<file path="src/rtl/step_clock_gen_if.sv">
// rtl/step_clock_gen_if.sv - key/switch inputs and step outputs of the step clock generator
interface step_clock_gen_if;
    logic        key_n;
    logic        run_sw;
    logic        step_pulse;
    logic        key_level;
    logic        run_active;
    logic [15:0] step_count;

    modport master (
        output key_n,
        output run_sw,
        input  step_pulse,
        input  key_level,
        input  run_active,
        input  step_count
    );

    modport slave (
        input  key_n,
        input  run_sw,
        output step_pulse,
        output key_level,
        output run_active,
        output step_count
    );
endinterface

</file>
<file path="src/rtl/step_clock_gen.sv">
// rtl/step_clock_gen.sv - debounced single-step / free-run step pulse generator
// Optional step counter built only when STEP_COUNT_EN is defined.
module step_clock_gen #(
    parameter int DEBOUNCE_CYCLES = 50000,
    parameter int RUN_DIV         = 25000000
) (
    input  logic              clk,
    input  logic              reset,
    step_clock_gen_if.slave   bus
);

    localparam int CNT_W = (DEBOUNCE_CYCLES > 1) ? $clog2(DEBOUNCE_CYCLES) : 1;
    localparam int DIV_W = (RUN_DIV > 1) ? $clog2(RUN_DIV) : 1;
    localparam logic [CNT_W-1:0] CNT_LAST = CNT_W'(DEBOUNCE_CYCLES - 1);
    localparam logic [DIV_W-1:0] DIV_LAST = DIV_W'(RUN_DIV - 1);

    localparam logic [1:0] IDLE         = 2'd0;
    localparam logic [1:0] PRESS_WAIT   = 2'd1;
    localparam logic [1:0] HELD         = 2'd2;
    localparam logic [1:0] RELEASE_WAIT = 2'd3;

    logic             key_s1, key_s2;
    logic             run_s1, run_s2;
    logic [1:0]       state, state_nxt;
    logic [CNT_W-1:0] cnt, cnt_nxt;
    logic             press_nxt;
    logic             press_evt;
    logic [DIV_W-1:0] div;
    logic             div_hit;
    logic             step_pulse_q;
    logic             key_level_q;

    // Idle values: key released (high), run switch off.
    always_ff @(posedge clk or posedge reset) begin
        if (reset) begin
            key_s1 <= 1'b1;
            key_s2 <= 1'b1;
            run_s1 <= 1'b0;
            run_s2 <= 1'b0;
        end else begin
            key_s1 <= bus.key_n;
            key_s2 <= key_s1;
            run_s1 <= bus.run_sw;
            run_s2 <= run_s1;
        end
    end

    always_comb begin
        state_nxt = state;
        cnt_nxt   = cnt;
        press_nxt = 1'b0;
        case (state)
            IDLE: begin
                if (!key_s2) begin
                    state_nxt = PRESS_WAIT;
                    cnt_nxt   = '0;
                end
            end
            PRESS_WAIT: begin
                if (key_s2) begin
                    state_nxt = IDLE;
                end else if (cnt == CNT_LAST) begin
                    state_nxt = HELD;
                    press_nxt = 1'b1;
                end else begin
                    cnt_nxt = cnt + 1'b1;
                end
            end
            HELD: begin
                if (key_s2) begin
                    state_nxt = RELEASE_WAIT;
                    cnt_nxt   = '0;
                end
            end
            RELEASE_WAIT: begin
                if (!key_s2) begin
                    state_nxt = HELD;
                end else if (cnt == CNT_LAST) begin
                    state_nxt = IDLE;
                end else begin
                    cnt_nxt = cnt + 1'b1;
                end
            end
            default: state_nxt = IDLE;
        endcase
    end

    // key_level is registered from the next state so it tracks the state exactly.
    always_ff @(posedge clk or posedge reset) begin
        if (reset) begin
            state       <= IDLE;
            cnt         <= '0;
            press_evt   <= 1'b0;
            key_level_q <= 1'b0;
        end else begin
            state       <= state_nxt;
            cnt         <= cnt_nxt;
            press_evt   <= press_nxt;
            key_level_q <= (state_nxt == HELD) || (state_nxt == RELEASE_WAIT);
        end
    end

    assign div_hit = run_s2 && (div == DIV_LAST);

    always_ff @(posedge clk or posedge reset) begin
        if (reset) begin
            div          <= '0;
            step_pulse_q <= 1'b0;
        end else begin
            if (!run_s2 || div_hit) begin
                div <= '0;
            end else begin
                div <= div + 1'b1;
            end
            // Key events only count in single-step mode; OR merges coincident sources.
            step_pulse_q <= div_hit | (press_evt & ~run_s2);
        end
    end

    assign bus.step_pulse = step_pulse_q;
    assign bus.key_level  = key_level_q;
    assign bus.run_active = run_s2;

`ifdef STEP_COUNT_EN
    logic [15:0] step_count_q;

    always_ff @(posedge clk or posedge reset) begin
        if (reset) begin
            step_count_q <= 16'h0000;
        end else if (step_pulse_q) begin
            step_count_q <= step_count_q + 16'h0001;
        end
    end

    assign bus.step_count = step_count_q;
`else
    assign bus.step_count = 16'h0000;
`endif

endmodule

</file>
<file path="src/flat_wrapper.sv">
// flat-port wrapper written by rule: the top's interface ports become plain ports
module step_clock_gen_flat 
#(
    parameter int DEBOUNCE_CYCLES = 50000,
    parameter int RUN_DIV         = 25000000
)
  (clk, reset, bus_key_n, bus_run_sw, bus_step_pulse, bus_key_level, bus_run_active, bus_step_count);
  step_clock_gen_if bus_i ();
  input  logic clk;
  input  logic reset;
  input wire logic [$bits(bus_i.key_n)-1:0] bus_key_n;
  input wire logic [$bits(bus_i.run_sw)-1:0] bus_run_sw;
  output wire logic [$bits(bus_i.step_pulse)-1:0] bus_step_pulse;
  output wire logic [$bits(bus_i.key_level)-1:0] bus_key_level;
  output wire logic [$bits(bus_i.run_active)-1:0] bus_run_active;
  output wire logic [$bits(bus_i.step_count)-1:0] bus_step_count;
  assign bus_i.key_n = bus_key_n;
  assign bus_i.run_sw = bus_run_sw;
  assign bus_step_pulse = bus_i.step_pulse;
  assign bus_key_level = bus_i.key_level;
  assign bus_run_active = bus_i.run_active;
  assign bus_step_count = bus_i.step_count;
  step_clock_gen #(.DEBOUNCE_CYCLES(DEBOUNCE_CYCLES), .RUN_DIV(RUN_DIV)) u_core (.clk(clk), .reset(reset), .bus(bus_i));
endmodule
</file>
<file path="config.mk">
export PLATFORM = sky130hd
export DESIGN_NAME = step_clock_gen_flat
export DESIGN_NICKNAME = d
export VERILOG_FILES = /design/src/rtl/step_clock_gen_if.sv /design/src/rtl/step_clock_gen.sv /design/src/flat_wrapper.sv
export SDC_FILE = /design/constraint.sdc
export NUM_CORES = 1
export LEC_CHECK = 0
export ABC_AREA = 1
export CORE_MARGIN = 4
export CORE_UTILIZATION = 46
export DETAILED_ROUTE_END_ITERATION = 8
export PLACE_DENSITY = 0.62
export SYNTH_ARGS = -nofsm -noshare
export SYNTH_HDL_FRONTEND = slang
export SYNTH_SLANG_ARGS = --single-unit
export TNS_END_PERCENT = 100
</file>
<file path="constraint.sdc">
create_clock -name clk -period 1.96 [get_ports clk]
set_input_delay 0.392 -clock clk [delete_from_list [all_inputs] [get_ports clk]]
set_output_delay 0.392 -clock clk [all_outputs]
set_load 0.1 [all_outputs]
</file>
### Power grid, run 1

The bar under the picture is 20 um long. Pins as bars on the die edge.
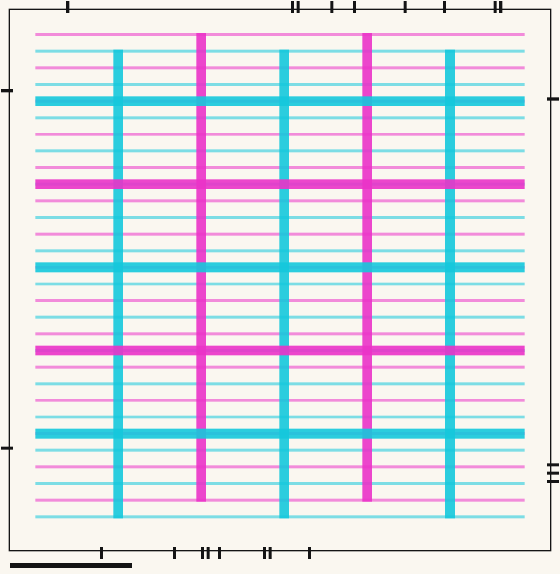
VDD -> magenta
VSS -> cyan
met5 straps = 5
signal pins = 23
rows = 29
met4 straps = 5

### The clock network, run 1

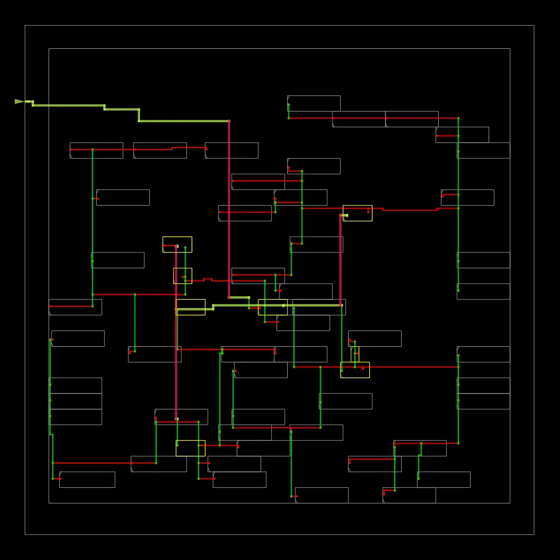
clock buffers: 7
cts bufs inserted: 5

### Met2 routing, run 1

The bar under the picture is 20 um long.
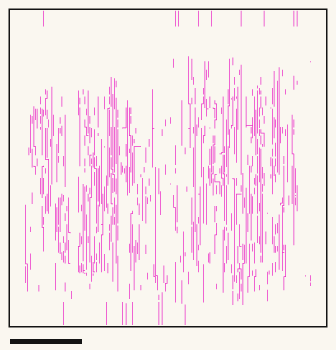
main direction = vertical
share of all routed wire = 50%
wire length on this layer = 2,790 um
longest straight run = 34.7 um
nets with wire on the layer = 321

==> CHANGELOG.md, run 1 <==
### Implementation results

- Status: finished clean
- Mean Syn Cell Area: 7.55 sq um
- Clock-cell share of area: 3.02%
- Place WS: 0.365 ns
- Clock skew: 0.00681 ns
- Post-CTS setup buffers: 0
- Worst Hold Class: in2async
- Pin count of the biggest net entering global routing: 26
- Xor/xnor share: 5.90%
- Ys cells: 393
- Worst path bufs/invs: 1
- Die Wd: 88.3 um
- Ratio of final minimum period to clock period: 82.3%
- Max Buffers Root-to-Sink: 2
- Largest regs: u_core.div: 25 flops, u_core.cnt: 16 flops, u_core.state: 2 flops
- Worst-path maximum fanout: 22
- Vias per cell: 4.81
- RSZ-0062 raised after global routing: false
- Vias in the first global route: 2,271
- Grt total ovfl: 0
- Top logic family: simple AND/OR/NAND/NOR gates
- Top pwr grp: sequential cells
- Seq share, synth: 42.2%
- FF/Latch Area: 1250 sq um
- CTS resizes: 0
- Max-slew violations: 0
- CP Cell Sequence: ha_1, nand3_2, inv_1, nand3_2, nand2_2, o21ai_0
- Power Density: 628 nW/um^2
- Post-synth EDFFs: 0
- GRT Overall Usage: 16.6%
- HPWL after DPL: 4.28 mm
- CP delay by family, top: simple AND/OR/NAND/NOR gates
- Max Freq: 0.620 GHz
- GRT met3 Usage: 2.79%
- Tool warnings: 26
- DR WL/cell: 11.6 um
- Tapcells: 77
- Number of cells on the critical path: 6
- Die ar.: 7800 sq um
- Top class by area: combinational gates
- Seq power: 1070 uW
- Number of port buffers: 6
- Period minus WS final: 1.61 ns
- Signal buf overhead: 3.50%
- CTS HTree Levels: 2
- Comb pwr: 247 uW
- Final worst slack: 0.347 ns
- Crit. End Element: flop
- Leakage power: 0.00139 uW
- Int Power: 1380 uW
- FP Util: 47.0%
- Layer with the highest usage: met2
- Mi-comb count: 296
- Synth Register Bits: 50
- Distinct cells, synth: 31
- Initial antenna violation count: 0
- Gate Count Post-Synth: 393
- Share of power burned in the clock network: 33.5%
- Dominant flop cell: dfrtp_1
- Met2 routed WL: 2.79 mm
- Post-Layout Cell Count: 483
- Area of the core: 6310 sq um
- Setup violators final: 0
- GPL Wtd Cong: 0.855
- Startpoint Class: flop
- Worst r2r path cells: 6
- Aoi share: 3.83%
- Nets: 411
- GR Util met2: 28.5%
- Chip Area, Yosys: 2970 sq um
- Switching power: 598 uW
- # diodes: 0
- Crit path DAT: 1.79 ns
- Post-synth mux share: 0%
- Worst R2R Setup Slack: 0.35 ns
- Comb. cell area: 1440 sq um
- Fillers: 623
- Area share, top type: 40.5%
- Most common logic cells in the final layout: 100 x nand2_1, 71 x nor2_1, 48 x dfrtp_1, 38 x inv_1, 27 x nand3_1
- DR WL met3: 111 um
- Clk slew on worst S/H paths: 0.10 ns
- CP max stage delay: 0.40 ns
- Total power: 1980 uW
## Run 2: what changed since run 1
- PLACE_DENSITY: 0.62 -> 0.65
- clock period: 1.96 -> 1.4 ns (I/O delays scaled with it)
### Met2 routing, run 2

The bar under the picture is 20 um long.
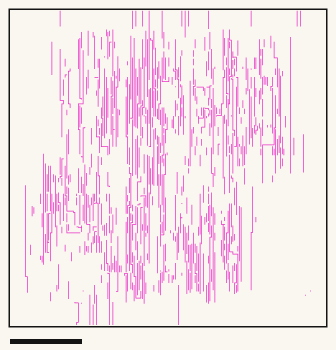
wire length on this layer = 3,470 um
longest straight run = 38.1 um
main direction = vertical
DR vias: 2,616
GR Util met2: 28.8%

==> CHANGELOG.md, run 2 <==
### Implementation results

- Status: finished, violations left
- Failing checks: setup timing
- Number of port buffers: 6
- GPL Wtd Cong: 0.831
- Cts bufs inserted: 5
- Fillers: 568
- Gate Count Post-Synth: 393
- Leakage power: 0.00167 uW
- RSZ-0062 raised after global routing: true
- Nets: 454
- Worst Hold Class: in2async
- Comb. cell area: 1760 sq um
- Chip Area, Yosys: 2970 sq um
- Worst r2r path cells: 8
- Post-CTS setup buffers: 2
- CP delay by family, top: simple AND/OR/NAND/NOR gates
- GRT met3 Usage: 3.63%
- Post-synth mux share: 0%
- CTS HTree Levels: 2
- HPWL after DPL: 4.57 mm
- Final worst slack: -0.0385 ns
- Top class by area: combinational gates
- Top pwr grp: sequential cells
- Clock-cell share of area: 2.85%
- Place WS: -0.0899 ns
- Worst-path maximum fanout: 7
- Comb pwr: 471 uW
- Synth area leaders: dfrtp_1 40%, nand2_1 13%, nor2_1 9.0%
- FF/Latch Area: 1260 sq um
- Area of the core: 6310 sq um
- Clock buffers: 8
- Vias in the first global route: 2,469
- Startpoint Class: flop
- Post-Layout Cell Count: 526
- Ys cells: 393
- Xor/xnor share: 5.90%
- Tapcells: 77
- Grt total ovfl: 0
- Period minus WS final: 1.44 ns
- Largest regs: u_core.div: 25 flops, u_core.cnt: 16 flops, u_core.state: 2 flops
- Aoi share: 3.83%
- Crit path DAT: 1.64 ns
- Area share, top type: 40.5%
- Layer with the highest usage: met2
- Distinct cells, synth: 31
- Crit. End Element: flop
- Setup violators final: 26
- GRT Overall Usage: 18.0%
- Signal buf overhead: 12.5%
- Vias per cell: 4.97
- Pin count of the biggest net entering global routing: 43
- CP Cell Sequence: ha_4, nand2_4, nor2_4, nand2_2, nor2_4, nand2_8, nand2_8, nor2_1
- Seq share, synth: 42.2%
- Met2 routed WL: 3.47 mm
- Die ar.: 7800 sq um
- DR WL met3: 210 um
- Max Buffers Root-to-Sink: 2
- Mean Syn Cell Area: 7.55 sq um
- Number of cells on the critical path: 8
- Max-slew violations: 0
- Worst R2R Setup Slack: -0.04 ns
- Max cap viols: 0
- Power Density: 767 nW/um^2
- CTS resizes: 13
- Synth Register Bits: 50
- Worst path bufs/invs: 0
- Die Wd: 88.3 um
- Int Power: 2090 uW
- Seq power: 1500 uW
- Dominant flop cell: dfrtp_1
- Initial antenna violation count: 0
- Switching power: 871 uW
- # diodes: 0
- Most common logic cells in the final layout: 92 x nand2_1, 52 x nor2_1, 46 x dfrtp_1, 39 x buf_4, 36 x inv_1
- Post-synth EDFFs: 0
- Top logic family: simple AND/OR/NAND/NOR gates
## Run 3: what changed since run 2
- ABC_CLOCK_PERIOD_IN_PS: not set -> 1400
- DONT_BUFFER_PORTS: not set -> 1
- PLACE_DENSITY: 0.65 -> 0.6
### Power grid, run 3

The bar under the picture is 20 um long. Pins as bars on the die edge.
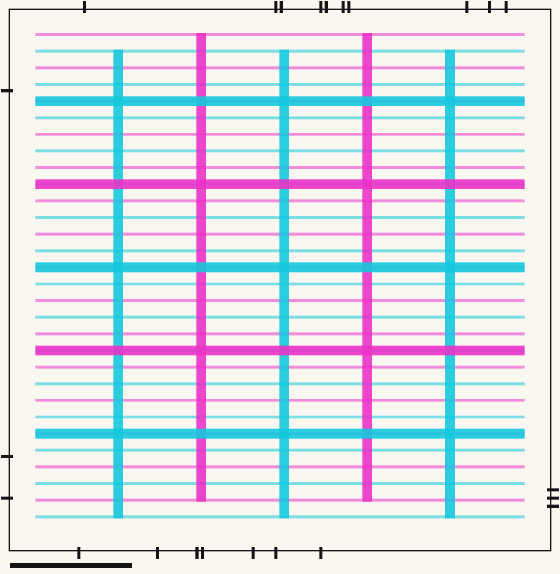
VDD -> magenta
VSS -> cyan
met5 straps = 5
met4 straps = 5

==> CHANGELOG.md, run 3 <==
### Implementation results

- Setup violators final: 15
- Clock Sinks: 50
- Chip Area, Yosys: 2970 sq um
- DR WL/cell: 12.8 um
- Comb pwr: 440 uW
- Place WS: -0.304 ns
- Synth Register Bits: 50
- CTS HTree Levels: 2
- Nets: 461
- # diodes: 0
- Post-synth EDFFs: 0
- Die ar.: 7800 sq um
- Tool warnings: 28
- Worst-path maximum fanout: 5
- Final worst slack: -0.0334 ns
- Vias per cell: 4.88
- Worst path bufs/invs: 1
- Max cap viols: 0
- Number of port buffers: 0
- DR WL met3: 201 um
- FP Util: 47.0%
- Max Freq: 0.698 GHz
- GRT Overall Usage: 18.2%
- DR vias: 2,602
- Crit path DAT: 1.63 ns
- Worst R2R Setup Slack: -0.03 ns
- GRT met3 Usage: 3.17%
- Clock buffers: 6
- Signal buf overhead: 13.6%
- Area of the core: 6310 sq um
- Pin count of the biggest net entering global routing: 23
- Vias in the first global route: 2,492
- RSZ-0062 raised after global routing: true
- Total power: 2850 uW
- Clock skew: 0.00580 ns
- Leakage power: 0.00173 uW
- Status: finished, violations left
- Clk slew on worst S/H paths: 0.10 ns
- Post-Layout Cell Count: 533
- Worst Hold Slack: 0.359 ns
- Top class by area: combinational gates
- CP max stage delay: 0.37 ns
- Die Wd: 88.3 um
- Share of power burned in the clock network: 32.2%
- Post-synth mux share: 0%
- HPWL after DPL: 4.61 mm
- Mi-comb count: 300
- Switching power: 876 uW
- Gate Count Post-Synth: 393
- Aoi share: 3.83%
- Synth area leaders: dfrtp_1 40%, nand2_1 13%, nor2_1 9.0%
- Top logic family: simple AND/OR/NAND/NOR gates
- GR Util met2: 32.8%
- Failing checks: setup timing
- Ys cells: 393
- Layer with the highest usage: met2
- Worst Hold Class: reg2reg
- Sw Ratio: 30.8%
- Number of cells on the critical path: 7
- Most common logic cells in the final layout: 90 x nand2_1, 66 x nor2_1, 47 x buf_4, 47 x dfrtp_1, 36 x inv_1
- Clock-cell share of area: 2.52%
- Tapcells: 77
- Cts bufs inserted: 5
- Initial antenna violation count: 0
- Max-slew violations: 0
- Grt total ovfl: 0
- Crit. End Element: flop
- Startpoint Class: flop
- FF/Latch Area: 1260 sq um
- Post-CTS setup buffers: 5
- Dominant flop cell: dfrtp_1
- Mean Syn Cell Area: 7.55 sq um
- Xor/xnor share: 5.90%
- Period minus WS final: 1.43 ns
- Fillers: 544
- CP delay by family, top: simple AND/OR/NAND/NOR gates
- Comb. cell area: 1660 sq um
- Largest regs: u_core.div: 25 flops, u_core.cnt: 16 flops, u_core.state: 2 flops
- Ratio of final minimum period to clock period: 102%

==> screenshots <==
Metal layers overlaid.
The bar under the picture is 20 um long. Two of the layers only.
(a)
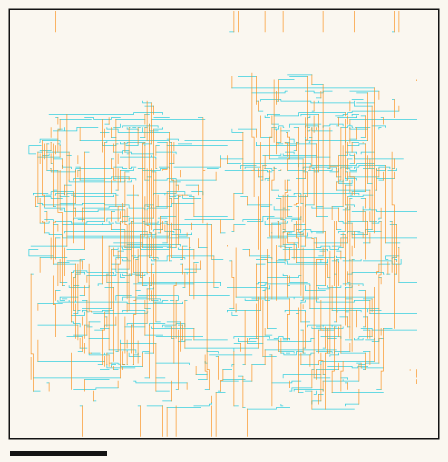
(b)
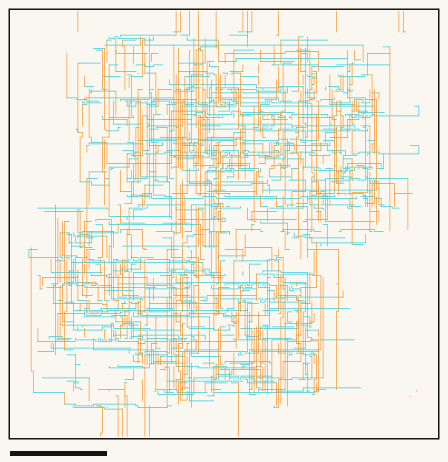
For run 2, see (b).
For run 1, see (a).
The one with the most wire is (b).

Key to (b):
met2 -> orange  # wire length 3,470 um
met1 -> cyan  # wire length 3,270 um

Power and IR drop assume default switching activity.
